Fig. 1: register map, names as in the netlist
Scale bar: 20 µm. Other sequential cells in the stronger grey, the rest of the logic in the fainter grey.
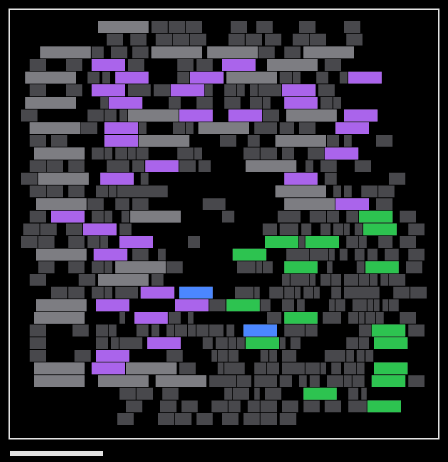
Fig. 2: metal layers overlaid
Scale bar: 20 µm.
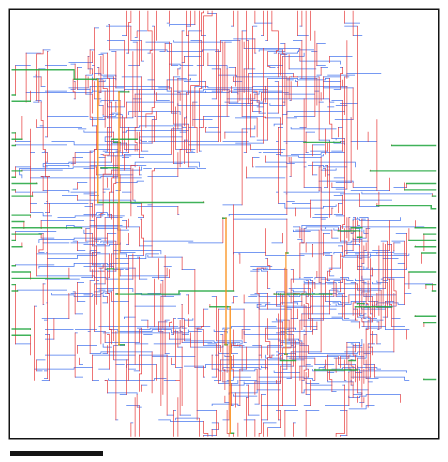
Fig. 3: cells coloured by class
Scale bar: 20 µm. Fill, decap, tap and diode cells in grey.
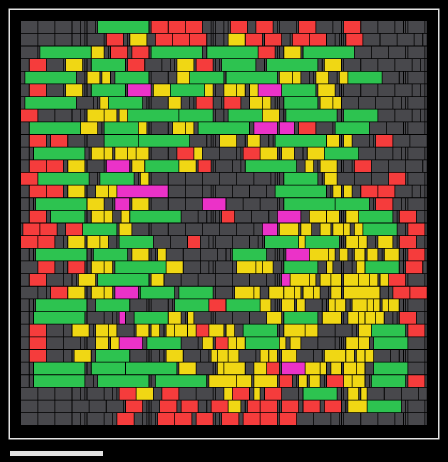
Fig. 4: placed standard cells
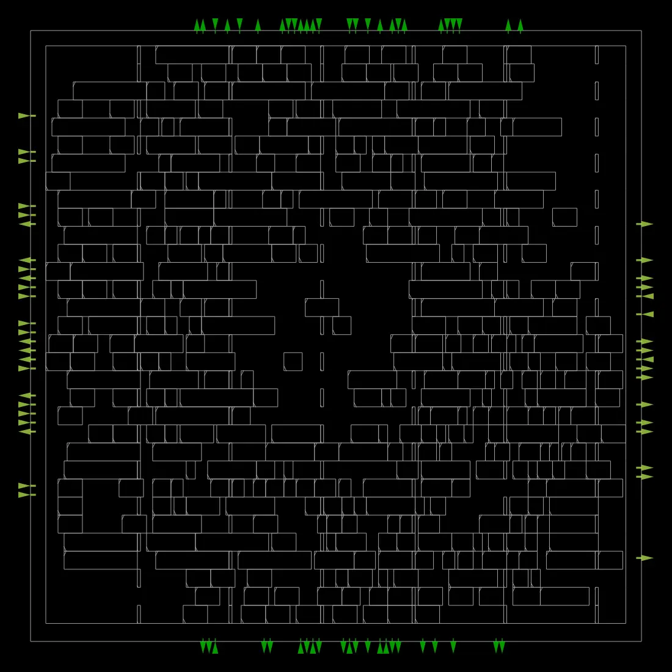
Fig. 5: selected gate families
Scale bar: 20 µm.
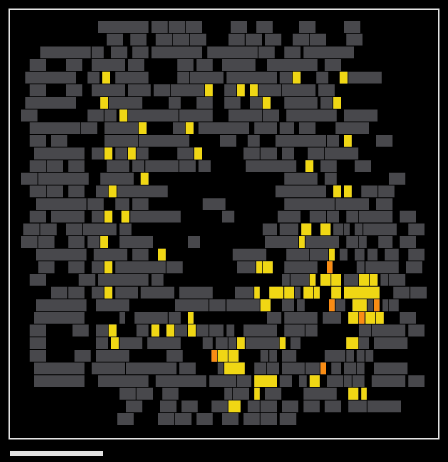
==> src/rtl/pipe_pkg.sv <==
// Shared definitions for the elastic pipeline stage: state encoding,
// default widths and the packed bundle widths of each inter-stage register.
package pipe_pkg;

  typedef enum logic [1:0] {
    ST_EMPTY = 2'd0,
    ST_ONE   = 2'd1,
    ST_TWO   = 2'd2
  } pipe_state_e;

  localparam int PIPE_DATA_W = 32;
  localparam int PIPE_CNT_W  = 16;

  // Bundle widths callers use when instantiating a stage between two units
  localparam int IFID_W  = 64;
  localparam int IDEX_W  = 147;
  localparam int EXMEM_W = 107;
  localparam int MEMWB_W = 71;

endpackage

==> src/rtl/pipe_stage_sat_counter.sv <==
// Saturating up-counter: counts enabled cycles, sticks at all-ones, cleared only by RST.
module sat_counter #(
  parameter int W = 16
) (
  input  logic         CLK,
  input  logic         RST,
  input  logic         inc,
  output logic [W-1:0] count
);

  always_ff @(posedge CLK) begin
    if (RST) begin
      count <= '0;
    end else if (inc && (count != {W{1'b1}})) begin
      count <= count + 1'b1;
    end
  end

endmodule

==> src/rtl/pipe_stage.sv <==
// Elastic valid/ready pipeline register with optional skid entry, synchronous
// flush and a saturating stall counter for performance debug.
module pipe_stage
  import pipe_pkg::*;
#(
  parameter int               WIDTH     = PIPE_DATA_W,
  parameter int               SKID      = 1,
  parameter logic [WIDTH-1:0] RESET_VAL = '0,
  parameter int               CNT_W     = PIPE_CNT_W
) (
  input  logic             CLK,
  input  logic             RST,
  input  logic             in_valid,
  output logic             in_ready,
  input  logic [WIDTH-1:0] in_data,
  input  logic             flush,
  output logic             out_valid,
  input  logic             out_ready,
  output logic [WIDTH-1:0] out_data,
  output logic [1:0]       occupancy,
  output logic [CNT_W-1:0] stall_cnt
);

  pipe_state_e      state_p0;
  logic [WIDTH-1:0] main_p0;
  logic [WIDTH-1:0] skid_p0;
  logic             in_xfer;
  logic             out_xfer;

  assign out_valid = (state_p0 != ST_EMPTY);
  assign out_data  = main_p0;
  assign occupancy = 2'(state_p0);

  // With a skid entry, in_ready depends only on held state, cutting the
  // combinational ready path; without it, ready ripples from downstream.
  assign in_ready = !RST && ((SKID != 0) ? (state_p0 != ST_TWO)
                                         : (!out_valid || out_ready));

  assign in_xfer  = in_valid && in_ready;
  assign out_xfer = out_valid && out_ready;

  // ---- stage p0: main register and control state ----
  always_ff @(posedge CLK) begin
    if (RST || flush) begin
      state_p0 <= ST_EMPTY;
      main_p0  <= RESET_VAL;
    end else begin
      case (state_p0)
        ST_EMPTY: begin
          if (in_xfer) begin
            main_p0  <= in_data;
            state_p0 <= ST_ONE;
          end
        end
        ST_ONE: begin
          if (in_xfer && out_xfer) begin
            main_p0 <= in_data;
          end else if (out_xfer) begin
            state_p0 <= ST_EMPTY;
          end else if (in_xfer && (SKID != 0)) begin
            state_p0 <= ST_TWO;
          end
        end
        ST_TWO: begin
          if (out_xfer) begin
            main_p0  <= skid_p0;
            state_p0 <= ST_ONE;
          end
        end
        default: state_p0 <= ST_EMPTY;
      endcase
    end
  end

  // Skid data is qualified by state alone, so it needs no reset.
  generate
    if (SKID != 0) begin : g_skid
      always_ff @(posedge CLK) begin
        if ((state_p0 == ST_ONE) && in_xfer && !out_xfer) begin
          skid_p0 <= in_data;
        end
      end
    end else begin : g_noskid
      assign skid_p0 = '0;
    end
  endgenerate

  sat_counter #(
    .W(CNT_W)
  ) u_stall_cnt (
    .CLK  (CLK),
    .RST  (RST),
    .inc  (out_valid && !out_ready),
    .count(stall_cnt)
  );

endmodule

==> config.mk <==
export PLATFORM = sky130hd
export DESIGN_NAME = pipe_stage
export DESIGN_NICKNAME = d
export VERILOG_FILES = /design/src/rtl/pipe_pkg.sv /design/src/rtl/pipe_stage_sat_counter.sv /design/src/rtl/pipe_stage.sv
export SDC_FILE = /design/constraint.sdc
export NUM_CORES = 1
export LEC_CHECK = 0
export CORE_MARGIN = 2
export CORE_UTILIZATION = 44
export DETAILED_ROUTE_END_ITERATION = 16
export PLACE_DENSITY = 0.76
export SLEW_MARGIN = 20
export SYNTH_ARGS = -nofsm -noshare
export SYNTH_HDL_FRONTEND = slang
export SYNTH_SLANG_ARGS = --single-unit
==> constraint.sdc <==
create_clock -name CLK -period 4.1 [get_ports CLK]
set_input_delay 0.615 -clock CLK [delete_from_list [all_inputs] [get_ports CLK]]
set_output_delay 0.615 -clock CLK [all_outputs]
set_load 0.05 [all_outputs]
==> reports/metrics.csv <==
stage,metric,value,unit
outcome,status,"finished, final reports clean",
final_timing,skew final,0.0115,ns
logic_synthesis,Syn Nets,339,
global_route,GRT Max-Usage Layer,met2,
logic_synthesis,dominant cells by area after synthesis,"dfxtp_1, edfxtp_1, mux2i_1",
hold_path,HP Start,u_stall_cnt.count[3],
logic_synthesis,adder share,0.00367,
power_and_ir_drop,Seq group,0.875,mW
logic_synthesis,Post-synth top flop,dfxtp_1,
global_route,met2 Usage GRT,0.300,
floorplan,I/O pins,89,
placement,dpl cell area,4410,µm²
power_and_ir_drop,combinational power share,0.128,
drt,Top Layer Used,met4,
finish,"Largest area class, layout",sequential cells,
clocking,CTS tree,done,
clocking,hold buffers post-CTS,0,
drt,WL met1,3290,µm
clocking,htree depth,3,
final_timing,RSZ-0062 raised after global routing,false,
clocking,clock root cell,clkbuf_8,
global_route,met1 GRT Util,0.226,
hold_path,Hold Crit Depth,2,
clocking,worst-skew pair later-pin latency,0.35,ns
worst_setup_path,Reg2Reg Depth,5,
worst_setup_path,"most used cell, CP",clkdlybuf4s50_1,
power_and_ir_drop,P_clk,0.588,mW
logic_synthesis,Dominant cell area share,0.293,
logic_synthesis,cell taking the most area after synthesis,dfxtp_1,
final_timing,fmax,358,MHz
floorplan,Chip Width,92.1,µm
logic_synthesis,post-synthesis xor/xnor area fraction,0,
power_and_ir_drop,P_sw,0.425,mW
finish,Non-clock buffering overhead,0.204,
worst_setup_path,R2R Setup Slk,1.91,ns
floorplan,floorplan core density,0.449,
logic_synthesis,synthesized cell area,3410,µm²
final_timing,Total Neg Setup Slack,0,ns
finish,combinational share of cell area,0.295,
logic_synthesis,commonest cells in the netlist,"dfxtp_1, nor3_1, a211oi_1",
power_and_ir_drop,P_comb,0.215,mW
finish,Commonest Layout Cell,clkdlybuf4s50_1,
Back to the opening pictures, Fig. 1:
- green: `u_stall_cnt.count` (sequential cells 16)
- blue: `occupancy` (sequential cells 2)
- purple: `out_data` (sequential cells 32)
- not coloured: 32

Back to the opening pictures, Fig. 2:
- orange: M4 (wire length 157 µm)
- blue: M1 (wire length 3290 µm)
- red: M2 (wire length 3700 µm)
- green: M3 (wire length 308 µm)
drt wl/cell: 15.2 µm
vias: 2731
DRT Wirelength: 7450 µm
Total GRT Usage: 0.180

Back to the opening pictures, Fig. 3:
- red: remaining buffers and delay cells (cells 96)
- magenta: clock drivers and dummy loads (cells 16)
- yellow: remaining logic cells (cells 195)
- green: registers (cells 82)
Final Util: 0.607
cell row count: 32
Finished Cell Area: 4620 µm²
CORE AREA: 7610 µm²

Back to the opening pictures, Fig. 4:
Fill cells: 644
flop share of the area: 0.425
fin cells: 491
tap cells: 102
num sequential: 82

Back to the opening pictures, Fig. 5:
- orange: inv cells (cells 6)
- yellow: nor cells (cells 68)

Power is estimated from default activity; no workload was simulated.
